Fig. 1: ports around the boundary
Drawn at 3 px/µm. Pins as bars across the die edge, other pins in grey.
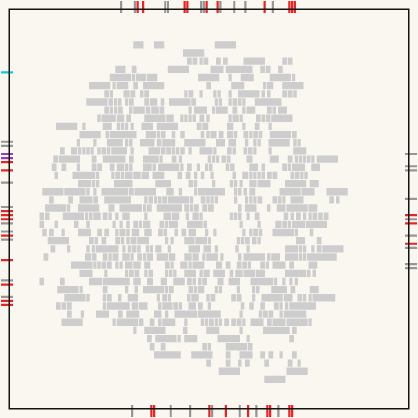
Fig. 2: placed cells, one colour a class
Drawn at 2 px/µm.
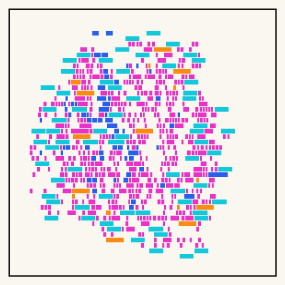
Fig. 3: wiring by layer
Drawn at 2 px/µm.
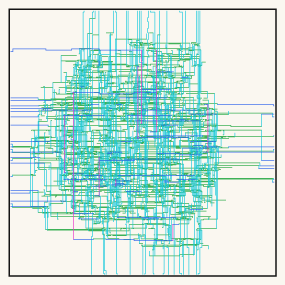
Fig. 4: the clock network
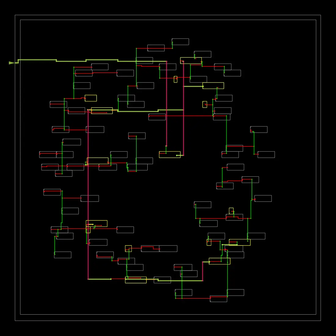
==> config.mk <==
export PLATFORM = sky130hd
export DESIGN_NAME = timer_dev
export DESIGN_NICKNAME = d
export VERILOG_FILES = /design/src/rtl/timer_dev.sv
export SDC_FILE = /design/constraint.sdc
export NUM_CORES = 1
export LEC_CHECK = 0
export ABC_AREA = 1
export CAP_MARGIN = 20
export CORE_MARGIN = 2
export CORE_UTILIZATION = 24
export DETAILED_ROUTE_END_ITERATION = 12
export DONT_BUFFER_PORTS = 1
export GPL_TIMING_DRIVEN = 0
export SLEW_MARGIN = 30
export SYNTH_ARGS = -nofsm -noshare
export SYNTH_HDL_FRONTEND = slang
export SYNTH_SLANG_ARGS = --single-unit
==> constraint.sdc <==
create_clock -name clk -period 1.63 [get_ports clk]
set_input_delay 0.163 -clock clk [delete_from_list [all_inputs] [get_ports clk]]
set_output_delay 0.163 -clock clk [all_outputs]
set_load 0.02 [all_outputs]
==> results.yml <==
# generated from flow reports
synthesis:
  ys_cells: 646
  yosys_area_um2: 3970
  yosys.stat.seqShare: 0.343
  fp_nets: 684
  synth_cells: 646
  ys_ff: 68
  postSynthAreaPerCell_um2: 6.15
  synth_warnings: 0
  yosys.cell_types.count: 31
  syn-cell-area_um2: 3970
critical_path:
  cp.arrival_ps: 2000
  cp-end-kind: "flop"
  crit_chain: "inv_1 > nand2_2 > nor2_1 > nand2_1 > nor2_2 > nand2_1 > nand3_2 > nand2_4 > buf_8 > buf_8 > o21ai_2 > nor2_1"
  cp.depth: 12
  reg2reg_depth: 12
  worstSetupStartpointType: "flop"
  rrSetupSlack_ps: -120
  crit_required_ps: 1880
  max_stage_delay_ps: 340
  slowest_stage: "dfxtp_2"
  critPathMaxFanout: 6
  crit_type: "flop to flop"
  critical-path-top-delay-family: "simple AND/OR/NAND/NOR gates"
  worstPathBufferInverterCount: 3
placement:
  dpl_cell_area_um2: 4250
  dp.cells: 866
  hpwl_um: 11000
  gp_congestion: 0.927
layout:
  layout.nets: 729
  drive_gt1_frac: 0.247
  syn_to_final_growth_pct: 33.3
  design_area_um2: 5300
  lay_top_count: "nor2_1"
  num_antenna_cells: 0
  finalNonFillerCells: 916
  final_cell_mix: "nor2_1 (96), nand2_1 (93), inv_1 (74)"
power:
  p_leak_uw: 0.00211
  powerDensity_nw_per_um2: 1730
  ir_drop_uv: 789
sta:
  drv_slew: 0
  layout_min_cycle_time_ps: 1750
  fmax_mhz: 570
  setup_viol: 34
  fin_ws_ps: -123
  fin_crit_sh: 1.08
  tightest_slew_ps: 1020
  hold_viol_final: 0
  slew-limit-headroom: 0.320
  rsz0062_at_grt: "true"
detailed_routing:
  drtIter0Drc: 364
  dr.pass1.iters: 5
  via_per_inst: 4.92
  drtAntennaViolNets: 0
  drc: 0
global_route:
  antenna_found_initial: 0
  overflow: 0
  grt_pass1_vias: 4344
  grt_pass1_wl_um: 23800
  grt_start_max_net_pins: 12
clocking:
  clock_latency_ps: 350
  root_buffer: "clkbuf_16"
  path_clk_slew_ps: 60
  cts_max_path_buffers: 2
  cts_tree: "yes"
  htreeDepth: 3
job:
  cap_violations: 0
  tool_warnings: 28
outcome:
  status: "finished with violations"
  violations: "setup timing"
hold_path:
  min_path_cells: 2
  hold_class: "primary input to flop"
floorplan:
  ioPinCount: 70
  initCoreUtil: 0.242
  chipArea_um2: 17600
Back to the opening pictures, Fig. 1:
port	colour	pins	direction	edge
addr	purple	2	input	left
clk	cyan	1	input	left
wd	red	32	input	10 top, 10 left, 9 bottom, 3 right
all pins by edge	22 left, 20 top, 16 bottom, 12 right
IO Port Bufs: 0
width of the die: 133 µm

Back to the opening pictures, Fig. 2:
class	colour	cells	share of their area
other buffers and delay cells	blue	64	9.5%
flip-flops	cyan	68	27%
clock drivers and dummy loads	orange	16	5.4%
all other logic	magenta	548	58%
core area: 16400 µm²
sequential cell area share: 0.260
Site Rows: 47

Back to the opening pictures, Fig. 3:
layer	colour	wire length
met2	cyan	7580 µm
met1	green	6830 µm
met3	blue	1130 µm
met4	magenta	270 µm
DR vias: 4503
Routed WL: 15800 µm
WL per Instance: 17.3 µm
All-Layer GR Usage: 0.177

Back to the opening pictures, Fig. 4:
clock sinks: 68
TritonCTS Buffers: 9
Clk. pwr: 1820 µW
clkbuf count: 11
Clock Skew: 6.11 ps

[routing by layer]
metal	global-route usage	share of wire
met3	0.0418	0.071
met2	0.299	0.48
met1	0.220	0.43
met5	0	0
met4	0.0609	0.017
[synthesized netlist by cell type]
cell type,instances,area [µm²]
a21oi_1,50,250
and2_1,1,6.26
buf_1,4,15.0
buf_2,2,10.0
buf_4,1,7.51
buf_6,3,33.8
clkbuf_1,19,71.3
clkbuf_2,1,5.00
clkinv_1,1,3.75
dfxtp_1,68,1360
ha_1,1,12.5
inv_1,80,300
inv_2,6,22.5
nand2_1,105,394
nand2_2,2,12.5
nand2_4,1,11.3
nand3_1,37,185
nand3_2,2,20.0
nand3b_1,1,7.51
nand4_1,5,31.3
nor2_1,111,417
nor2_2,7,43.8
nor3_1,5,25.0
o2111ai_1,1,8.76
o21ai_0,86,430
o21ai_1,10,50.1
o221ai_1,2,17.5
o22ai_1,30,188
o31ai_1,1,7.51
or2_2,1,6.26
xor2_1,2,17.5
[report_power, final]
| part | switching (µW) | internal [µW] |
|---|---|---|
| combinational | 3280 | 1840 |
| sequential | 307 | 1920 |
| clock | 761 | 1060 |
| total | 4350 | 4820 |
[cell families (layout without fill, tap and decap cells)]
kind of cell             Yosys count  count (layout)  share of synthesized area
AND-OR/OR-AND                    180             180                      0.240
XOR/XNOR                           2               2                    0.00441
adder cells (fa/ha/maj)            1               1                    0.00315
buffers and inverters            117             167                      0.118
flip-flops                        68              68                      0.343
AND/OR/NAND/NOR                  278             278                      0.292
[through the flow]
step	hold slack (ps)	worst slack [ps]	TNS (ps)	total power, µW	util
6_report	12.6	-123	-2290	9170	0.323
5_1_grt	16.6	-207	-5380	9800	0.323
4_1_cts	3.94	-85.3	-2710	8640	0.305
3_5_place_dp	236	-368	-9980	5920	0.259
3_3_place_gp	234	-354	-10030	5900	0.259
2_1_floorplan	232	13.3	0	4900	-
[layout make-up]
class                      count  area, µm²
clock inverter                 5       27.5
fill                        1777      11100
sequential                    68       1380
multi-input combinational    461       2560
clock buffer                  11        243
buffer                        30        180
tap                          220        275
inverter                      87        332
timing repair buffer          34        297
[what timing repair did]
item	4_1_cts	5_1_grt
gates cloned	3	0
hold endpoints to repair	4	0
hold buffers	4	0
pin swaps	28	26
endpoints found under the setup margin	57	61
resized	74	82
setup buffers	23	7
Power figures rest on the tool's default switching activity, not on a simulated workload.
